[config.mk]
export PLATFORM = sky130hd
export DESIGN_NAME = instr_sequencer_flat
export DESIGN_NICKNAME = d
export VERILOG_FILES = /design/src/rtl/instr_sequencer_pkg.sv /design/src/rtl/instr_sequencer_if.sv /design/src/rtl/instr_sequencer_prog_mem.sv /design/src/rtl/instr_sequencer.sv /design/src/flat_wrapper.sv
export SDC_FILE = /design/constraint.sdc
export NUM_CORES = 1
export LEC_CHECK = 0
export CAP_MARGIN = 20
export CORE_UTILIZATION = 55
export CTS_BUF_LIST = sky130_fd_sc_hd__clkbuf_8
export DETAILED_ROUTE_END_ITERATION = 8
export GPL_TIMING_DRIVEN = 0
export HOLD_SLACK_MARGIN = 0.06
export PLACE_DENSITY = 0.74
export SYNTH_ARGS = -nofsm -noshare
export SYNTH_HDL_FRONTEND = slang
export SYNTH_SLANG_ARGS = --single-unit
[constraint.sdc]
create_clock -name Clk -period 2.9 [get_ports Clk]
set_input_delay 0.435 -clock Clk [delete_from_list [all_inputs] [get_ports Clk]]
set_output_delay 0.435 -clock Clk [all_outputs]
set_load 0.005 [all_outputs]
[src/rtl/instr_sequencer_pkg.sv]
// instr_sequencer_pkg
//   Definitions shared by the instruction sequencer, its interface and its
//   program memory: instruction field positions, the NOP and HALT opcodes,
//   the sequencer state type and small word helpers.
package instr_sequencer_pkg;

  localparam int WORD_W   = 12;
  localparam int OPC_MSB  = 11;
  localparam int OPC_LSB  = 8;
  localparam int DATA_MSB = 7;

  // NOP decodes to "no CPU register enabled"; HALT ends a run and is
  // never forwarded to the CPU.
  localparam logic [OPC_MSB-OPC_LSB:0] NOP_OPCODE  = 4'hF;
  localparam logic [OPC_MSB-OPC_LSB:0] HALT_OPCODE = 4'hE;

  typedef enum logic [1:0] {
    IDLE = 2'd0,
    RUN  = 2'd1,
    DONE = 2'd2
  } seq_state_e;

  function automatic logic [WORD_W-1:0] nop_word();
    return {NOP_OPCODE, {(DATA_MSB + 1){1'b0}}};
  endfunction

  function automatic logic is_halt(input logic [WORD_W-1:0] word);
    return word[OPC_MSB:OPC_LSB] == HALT_OPCODE;
  endfunction

endpackage

[src/rtl/instr_sequencer_if.sv]
// instr_sequencer_if
//   Program-load, run-control and CPU-facing signals of the sequencer.
//   master : the controller/testbench side (drives WrEn..Stop, sees outputs)
//   slave  : the sequencer side
//   Control inputs : WrEn, WrAddr, WrData, LastAddr, Start, Pause, Stop
//   Outputs        : Instr, InstrValid, Pc, Busy, Done
interface instr_sequencer_if #(
  parameter int AW = 4
);
  logic          WrEn;
  logic [AW-1:0] WrAddr;
  logic [11:0]   WrData;
  logic [AW-1:0] LastAddr;
  logic          Start;
  logic          Pause;
  logic          Stop;
  logic [11:0]   Instr;
  logic          InstrValid;
  logic [AW-1:0] Pc;
  logic          Busy;
  logic          Done;

  modport master (
    output WrEn, WrAddr, WrData, LastAddr, Start, Pause, Stop,
    input  Instr, InstrValid, Pc, Busy, Done
  );

  modport slave (
    input  WrEn, WrAddr, WrData, LastAddr, Start, Pause, Stop,
    output Instr, InstrValid, Pc, Busy, Done
  );
endinterface

[src/rtl/instr_sequencer_prog_mem.sv]
// prog_mem
//   DEPTH x 12-bit program store. Synchronous write, asynchronous read; the
//   sequencer registers the read word, so the output path stays registered.
//   Contents are deliberately not reset.
//   clk_i      : clock, rising edge
//   wr_en_i    : write strobe (already gated by the sequencer state)
//   wr_addr_i  : write address
//   wr_data_i  : write word
//   rd_addr_i  : read address
//   rd_data_o  : word at rd_addr_i (combinational)
module prog_mem
  import instr_sequencer_pkg::*;
#(
  parameter int DEPTH = 16,
  parameter int AW    = 4
) (
  input  logic              clk_i,
  input  logic              wr_en_i,
  input  logic [AW-1:0]     wr_addr_i,
  input  logic [WORD_W-1:0] wr_data_i,
  input  logic [AW-1:0]     rd_addr_i,
  output logic [WORD_W-1:0] rd_data_o
);

  logic [WORD_W-1:0] mem_q [DEPTH];

  always_ff @(posedge clk_i) begin
    if (wr_en_i) begin
      mem_q[wr_addr_i] <= wr_data_i;
    end
  end

  assign rd_data_o = mem_q[rd_addr_i];

endmodule

[src/rtl/instr_sequencer.sv]
// instr_sequencer
//   Steps through a small program and presents one 12-bit word per clock to
//   the CPU. Idle cycles carry a NOP word so CPU registers hold.
//   Clk   : clock, rising edge
//   Reset : synchronous, active-high
//   bus   : instr_sequencer_if.slave (program write port, Start/Pause/Stop,
//           Instr/InstrValid/Pc/Busy/Done)
//   Build option: define SEQ_LOOP_EN to wrap from the last address back to
//   address 0 without a bubble instead of finishing at the last address.
module instr_sequencer
  import instr_sequencer_pkg::*;
#(
  parameter int DEPTH = 16,
  parameter int AW    = 4
) (
  input  logic             Clk,
  input  logic             Reset,
  instr_sequencer_if.slave bus
);

`ifdef SEQ_LOOP_EN
  localparam bit LOOP_EN = 1'b1;
`else
  localparam bit LOOP_EN = 1'b0;
`endif

  seq_state_e        state_q;
  logic [AW-1:0]     pc_q;
  logic [AW-1:0]     end_q;
  logic [WORD_W-1:0] instr_q;
  logic              valid_q;
  logic              busy_q;
  logic              done_q;
  // Set when the most recently issued word came from address End.
  logic              at_end_q;

  logic              wr_en;
  logic [AW-1:0]     rd_addr;
  logic [WORD_W-1:0] rd_data;

  function automatic logic [AW-1:0] inc_addr(input logic [AW-1:0] a);
    return (a == AW'(DEPTH - 1)) ? '0 : a + 1'b1;
  endfunction

  // Writes are locked out while a run is in progress. Outside RUN the only
  // fetch ever needed is address 0 (for Start); in loop mode the word after
  // End is also address 0.
  always_comb begin
    wr_en   = bus.WrEn && (state_q != RUN);
    rd_addr = pc_q;
    if (state_q != RUN) begin
      rd_addr = '0;
    end else if (LOOP_EN && at_end_q) begin
      rd_addr = '0;
    end
  end

  prog_mem #(
    .DEPTH (DEPTH),
    .AW    (AW)
  ) u_prog_mem (
    .clk_i     (Clk),
    .wr_en_i   (wr_en),
    .wr_addr_i (bus.WrAddr),
    .wr_data_i (bus.WrData),
    .rd_addr_i (rd_addr),
    .rd_data_o (rd_data)
  );

  always_ff @(posedge Clk) begin
    if (Reset) begin
      state_q  <= IDLE;
      pc_q     <= '0;
      end_q    <= '0;
      instr_q  <= nop_word();
      valid_q  <= 1'b0;
      busy_q   <= 1'b0;
      done_q   <= 1'b0;
      at_end_q <= 1'b0;
    end else if (bus.Stop) begin
      state_q  <= IDLE;
      pc_q     <= '0;
      instr_q  <= nop_word();
      valid_q  <= 1'b0;
      busy_q   <= 1'b0;
      done_q   <= 1'b0;
      at_end_q <= 1'b0;
    end else begin
      case (state_q)
        IDLE, DONE: begin
          if (bus.Start) begin
            end_q <= bus.LastAddr;
            if (is_halt(rd_data)) begin
              state_q <= DONE;
              pc_q    <= '0;
              instr_q <= nop_word();
              valid_q <= 1'b0;
              busy_q  <= 1'b0;
              done_q  <= 1'b1;
            end else begin
              state_q  <= RUN;
              pc_q     <= inc_addr('0);
              instr_q  <= rd_data;
              valid_q  <= 1'b1;
              busy_q   <= 1'b1;
              done_q   <= 1'b0;
              at_end_q <= (bus.LastAddr == '0);
            end
          end
        end

        RUN: begin
          if (bus.Pause) begin
            // Pc and the End marker hold, so resuming neither skips nor
            // repeats a word.
            instr_q <= nop_word();
            valid_q <= 1'b0;
          end else if (!LOOP_EN && at_end_q) begin
            // Pc already points at End+1 and is left there.
            state_q <= DONE;
            instr_q <= nop_word();
            valid_q <= 1'b0;
            busy_q  <= 1'b0;
            done_q  <= 1'b1;
          end else if (is_halt(rd_data)) begin
            state_q <= DONE;
            pc_q    <= rd_addr;
            instr_q <= nop_word();
            valid_q <= 1'b0;
            busy_q  <= 1'b0;
            done_q  <= 1'b1;
          end else begin
            pc_q     <= inc_addr(rd_addr);
            instr_q  <= rd_data;
            valid_q  <= 1'b1;
            at_end_q <= (rd_addr == end_q);
          end
        end

        default: begin
          state_q <= IDLE;
          pc_q    <= '0;
          instr_q <= nop_word();
          valid_q <= 1'b0;
          busy_q  <= 1'b0;
          done_q  <= 1'b0;
        end
      endcase
    end
  end

  assign bus.Instr      = instr_q;
  assign bus.InstrValid = valid_q;
  assign bus.Pc         = pc_q;
  assign bus.Busy       = busy_q;
  assign bus.Done       = done_q;

endmodule

[src/flat_wrapper.sv]
// flat-port wrapper written by rule: the top's interface ports become plain ports
module instr_sequencer_flat import instr_sequencer_pkg::*;
#(
  parameter int DEPTH = 16,
  parameter int AW    = 4
)
  (Clk, Reset, bus_WrEn, bus_WrAddr, bus_WrData, bus_LastAddr, bus_Start, bus_Pause, bus_Stop, bus_Instr, bus_InstrValid, bus_Pc, bus_Busy, bus_Done);
  instr_sequencer_if #(.AW(AW)) bus_i ();
  input  logic Clk;
  input  logic Reset;
  input wire logic [$bits(bus_i.WrEn)-1:0] bus_WrEn;
  input wire logic [$bits(bus_i.WrAddr)-1:0] bus_WrAddr;
  input wire logic [$bits(bus_i.WrData)-1:0] bus_WrData;
  input wire logic [$bits(bus_i.LastAddr)-1:0] bus_LastAddr;
  input wire logic [$bits(bus_i.Start)-1:0] bus_Start;
  input wire logic [$bits(bus_i.Pause)-1:0] bus_Pause;
  input wire logic [$bits(bus_i.Stop)-1:0] bus_Stop;
  output wire logic [$bits(bus_i.Instr)-1:0] bus_Instr;
  output wire logic [$bits(bus_i.InstrValid)-1:0] bus_InstrValid;
  output wire logic [$bits(bus_i.Pc)-1:0] bus_Pc;
  output wire logic [$bits(bus_i.Busy)-1:0] bus_Busy;
  output wire logic [$bits(bus_i.Done)-1:0] bus_Done;
  assign bus_i.WrEn = bus_WrEn;
  assign bus_i.WrAddr = bus_WrAddr;
  assign bus_i.WrData = bus_WrData;
  assign bus_i.LastAddr = bus_LastAddr;
  assign bus_i.Start = bus_Start;
  assign bus_i.Pause = bus_Pause;
  assign bus_i.Stop = bus_Stop;
  assign bus_Instr = bus_i.Instr;
  assign bus_InstrValid = bus_i.InstrValid;
  assign bus_Pc = bus_i.Pc;
  assign bus_Busy = bus_i.Busy;
  assign bus_Done = bus_i.Done;
  instr_sequencer #(.DEPTH(DEPTH), .AW(AW)) u_core (.Clk(Clk), .Reset(Reset), .bus(bus_i));
endmodule
==> run summary, run 1 <==
Results of the run.

The dominant register cell is edfxtp_1. Per the synthesis report, the simple-gate share of the synthesized area is 0.0674. The global router reports that the layer with the highest usage is met2. The final timing report derives a shortest allowable period of 2840 ps. The mean routed wirelength per cell is 22.2 um. The number of nets with antenna violations after detailed routing is 0.

The run finished with clean final reports. met1 track demand over resource after global routing is 0.350. The XOR/XNOR share of the synthesized area is 0.00392.

The total routed wirelength is 21.1 mm. Setup repair after global routing left no endpoint under its margin. The flow reports an fmax of 0.352 GHz. The area of the die is 16800 um^2. The via-per-instance ratio is 6.11.

The total routing resource utilization after global routing is 0.258. Clock tree synthesis inserted a total of 35 buffers. The net count reported at finish is 737.

The terminus of the critical flop-to-flop path is u_core.bus.Instr[3]. The highest routed metal layer is met4. Per STA, the worst path accumulates the most delay in the family AND-OR/OR-AND gates. The gate count after technology mapping is 616. The number of library cell types mapped by synthesis is 54.

The worst setup path is launched from a flop. The most frequent standard cell in the layout excluding fill and tap cells is edfxtp_1.
[run 1: cell type report]
class | count | share of cell area
Tap cell | 216 | 0.0259
Buffer | 40 | 0.0222
Clock inverter | 24 | 0.00959
Sequential cell | 217 | 0.600
Inverter | 11 | 0.00395
Multi-Input combinational cell | 347 | 0.235
Clock buffer | 36 | 0.0474
Timing Repair Buffer | 58 | 0.0558
[run 1: flip-flops by register name (all words and copies together) (netlist names)]
register                 flops
u_core.state_q               2
u_core.bus.Instr            12
u_core.bus.Busy              1
u_core.u_prog_mem.mem_q    192
u_core.end_q                 4
u_core.bus.Pc                4
u_core.bus.InstrValid        1
u_core.at_end_q              1
[run 1: Yosys cell counts, drive strengths merged (2+ instances only)]
library cell | instances | area, um^2
nor2 | 56 | 213
a21oi | 35 | 179
nand2 | 28 | 105
o221ai | 6 | 58.8
clkbuf | 16 | 60.1
mux2i | 47 | 478
nand3 | 2 | 10.0
o32ai | 6 | 60.1
xor2 | 2 | 17.5
buf | 25 | 168
a211oi | 4 | 35.0
nand2b | 4 | 25.0
nand3b | 3 | 22.5
a21boi | 2 | 15.0
or2 | 6 | 37.5
edfxtp | 192 | 5770
mux2 | 21 | 236
nor3 | 9 | 45.0
a211o | 3 | 26.3
inv | 11 | 41.3
o31ai | 10 | 75.1
xnor2 | 2 | 17.5
a31oi | 10 | 62.6
dfxtp | 25 | 500
or3 | 9 | 56.3
o22ai | 24 | 150
o21ai | 19 | 95.1
o211ai | 8 | 60.1
nand4 | 2 | 12.5
a221o | 17 | 170
[run 1: power by group]
group / internal (mW) / total, mW / switching (mW) / leakage (nW)
clock network: 1.15 / 2.27 / 1.12 / 0.349
logic: 0.115 / 0.302 / 0.187 / 1.19
registers: 3.45 / 3.46 / 0.0151 / 1.94
total: 4.71 / 6.03 / 1.32 / 3.48
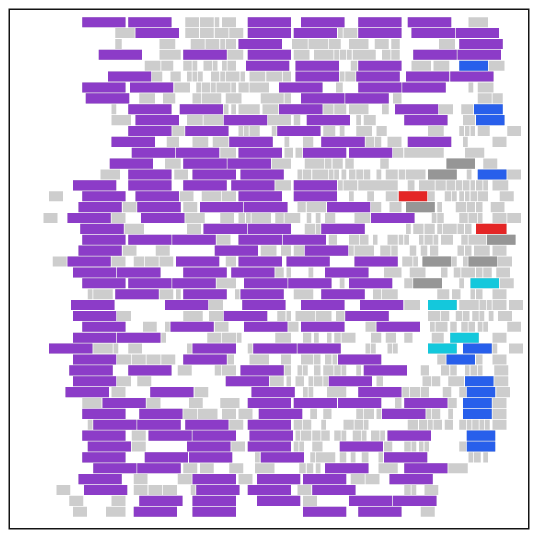
(run_1/registers.png)
Drawn at 4 px/um. Other sequential cells in the stronger gray, the rest of the logic in the fainter gray.
netlist name	color	flops
`u_core.u_prog_mem.mem_q`	purple	192
`u_core.bus.Instr`	blue	12
`u_core.end_q`	cyan	4
`u_core.state_q`	red	2
end-of-flow core utilization: 0.657
area of all sequential standard cells: 6270 um^2
power dissipated in sequential cells: 3.46 mW

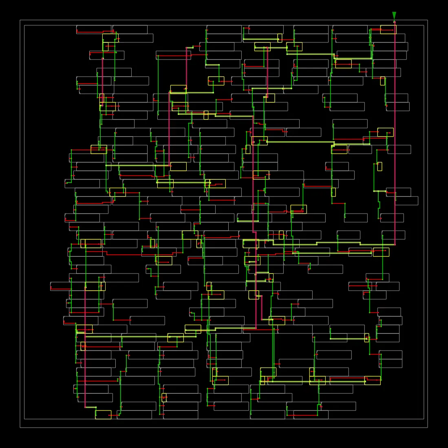
(run_1/final_clocks.png)
FF+latch count: 217
clock tree buffer count of the final layout: 36
clock-net power: 2.27 mW
worst-skew pair later-pin latency: 510 ps

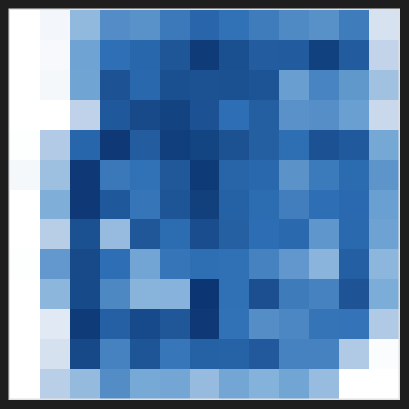
(run_1/density.png)
Drawn at 3 px/um. The die is cut into 13 by 13 equal tiles; white is low, dark blue is high, 0 to 100% covered.
fullest tile	97%
tiles over 75% full	41%
nearly empty tiles	9.5%
mean over tiles	61%
emptiest ninth of the die	north-west

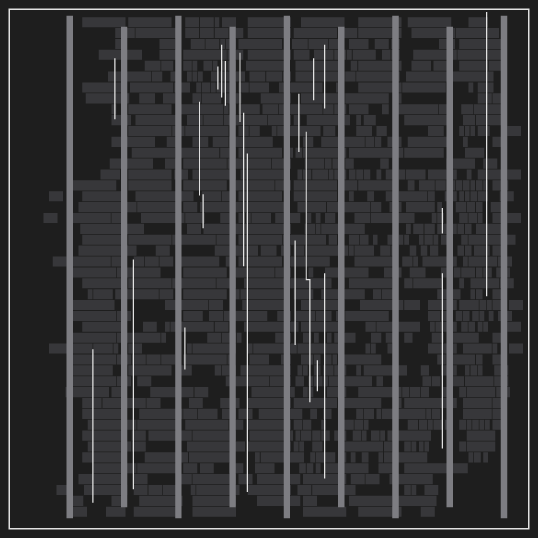
(run_1/met4.png)
Drawn at 4 px/um. Supply wires on this layer in gray. Cells faint in the background.
wire length on this layer	633 um
share of all routed wire	3.0%
longest straight run	84.3 um
main direction	vertical

==> run_1/metal_stack.png <==
Drawn at 4 px/um.
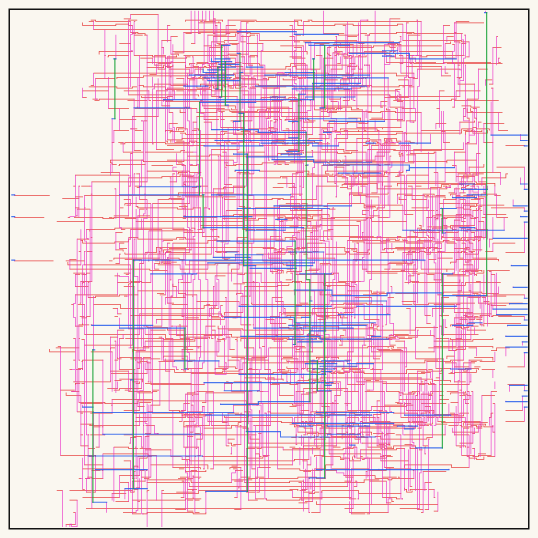

==> inputs of run 2 (changes only) <==
--- a/config.mk
+++ b/config.mk
@@ -12,6 +12,8 @@
 export GPL_TIMING_DRIVEN = 0
 export HOLD_SLACK_MARGIN = 0.06
 export PLACE_DENSITY = 0.74
+export SLEW_MARGIN = 40
 export SYNTH_ARGS = -nofsm -noshare
 export SYNTH_HDL_FRONTEND = slang
+export SYNTH_HIERARCHICAL = 1
 export SYNTH_SLANG_ARGS = --single-unit
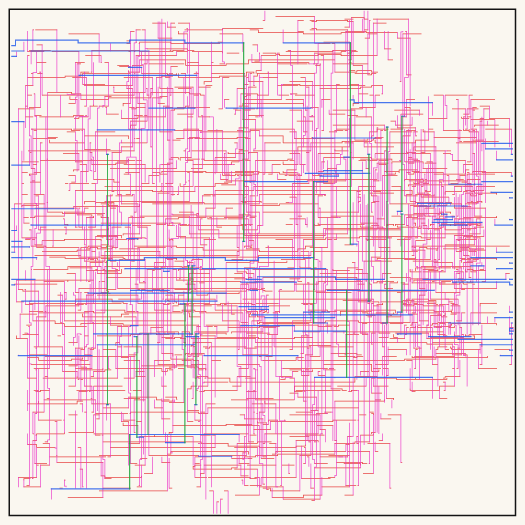
(run_2/metal_stack.png)
Drawn at 4 px/um.
layer	color	wire length
met1	red	6890 um
met2	magenta	9250 um
met3	blue	1150 um
met4	green	496 um

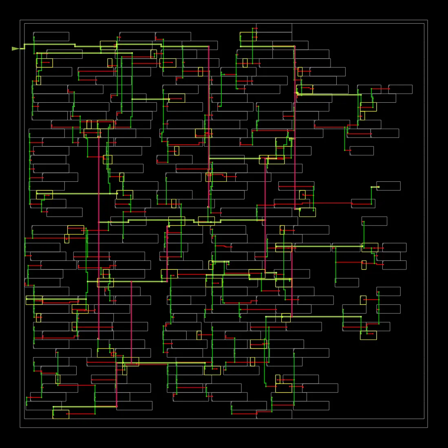
(run_2/final_clocks.png)
Clock Skews: 23.7 ps
clock tree buffer count of the final layout: 35

==> run 2 against run 1 <==
  * The flow now finishes with violations (negative setup slack)
  * Global-route usage is 2.8 points lower
  * Clock skew grew 15 ps
  * Combinational power shrank about 20%
  * Power decreased by 0.98%
  * Die area decreased by 5.1%
  * Sequential power about the same
  * Non-clock buffer count is 2 lower
  * Cell area is 2.0% lower
  * Critical path type unchanged
  * Critical endpoint is now u_core/bus.Pc[3]
  * Largest power group unchanged
  * Highest routed layer unchanged
==> run summary, run 2 <==
Results of the run.

The proportion of netlist area held by the largest area contributor is 0.680. The terminus of the critical flop-to-flop path is u_core/bus.Pc[3]. The flow ran to the end, but the final reports show violations.

Setup repair after global routing could not meet its margin everywhere. The number of library cell types mapped by synthesis is 45. The met1 layer usage reported by global route is 0.278. The highest achievable clock rate is 0.345 GHz. The final tally of setup violations is 1. Note that the worst hold path type here is flop to flop.

Per the detailed-route log, wirelength across all metal layers totals 17.8 mm. The final worst setup slack is -0.683 ps. The total routing resource utilization after global routing is 0.230. The setup path with the least slack is of type flop to flop. The first global-routing pass estimated 26.4 mm of wire. The dominant register cell is edfxtp_1. Ranked by instance count, the synthesized netlist is headed by edfxtp_1, mux4_2, nor2_1. The highest routed metal layer is met4.

After synthesis, the cell types taking the most area are edfxtp_1, mux4_2, dfxtp_1, mux4_1, a22oi_1. The checks that failed: negative setup slack. After floorplanning, the die was sized to cover 15900 um^2.

The net count reported at finish is 584. Across the whole layout, storage elements account for 6270 um^2. The CTS report gives the tree buffer count as 35.

The most common cell in the netlist is edfxtp_1. The number of nets in the synthesized netlist is 470. The synthesized instance count is 444. The register bank with the most flops is u_core/u_prog_mem/mem_q. In the finished design, the share of the clock period the worst path needs comes to 1.00.

The number of nets with antenna violations after detailed routing is 0. The later pin in the worst-skew pair is clocked with a latency of 530 ps. The mean routed wirelength per cell is 23.0 um. TritonCTS built the clock tree. The cell type with the largest total area is edfxtp_1.

The flip-flop count of the largest register, all copies and words added is 192. The sort of element at the end of the critical path is a flop.
==> run 2: cell count changes in the layout (fill, tap and decap cells not counted), moves of 22 or more <==
| cell | change |
|---|---|
| mux4_2 | +35 |
| a22oi_1 | +23 |
| buf_4 | +22 |
| o22ai_1 | -24 |
| mux2i_1 | -39 |
| a21oi_1 | -29 |
| nor2_1 | -32 |
==> run 2: cells by family after synthesis <==
kind of cell / synth area share
AOI/OAI and AO/OA: 0.0456
xor gates and xnor gates: 0.00413
buffers and inverters: 0.0149
DFF: 0.739
muxes: 0.140
and+or+nand+nor: 0.0566
==> run 2: worst max-delay path, cell delays in order, from the launching register on <==
cell	delay [ps]
dfxtp_2	320
buf_6	120
nor2b_2	140
buf_4	160
and2_4	170
buf_6	140
buf_4	160
mux4_2	300
a22oi_2	230
nand2_2	100
nand4b_1	120
buf_6	140
nand2_2	60
or4b_4	550
a21oi_2	130
==> run 2: through the flow <==
stage,worst slack [ps],cell area [um^2],TNS (ps),util,total power [mW]
after global placement,-682,9160,-33490,0.605,3.73
after floorplan,101,8480,0,-,3.62
after detailed placement,-696,9250,-9740,0.611,3.75
after global routing,-79.8,10200,-104,0.675,6.18
after CTS,13.6,10000,0,0.660,6.00
final,-0.683,10200,-0.683,0.675,5.97
==> run 2: cell type report <==
| cell class | count | area share |
|---|---|---|
| flip-flops and latches | 217 | 0.613 |
| multi-input cells | 207 | 0.215 |
| repair buffers | 77 | 0.0669 |
| clock buffers | 35 | 0.0471 |
| well taps | 188 | 0.0230 |
| plain buffers | 19 | 0.0221 |
| clock inverters | 29 | 0.0122 |
| inverters | 1 | 0.000367 |
==> run 2: report_power, final <==
group	internal [mW]	total [mW]	switching, mW
registers	3.44	3.46	0.0156
logic	0.102	0.242	0.139
clock network	1.13	2.27	1.14
total	4.68	5.97	1.29
Power is estimated from default activity; no workload was simulated.
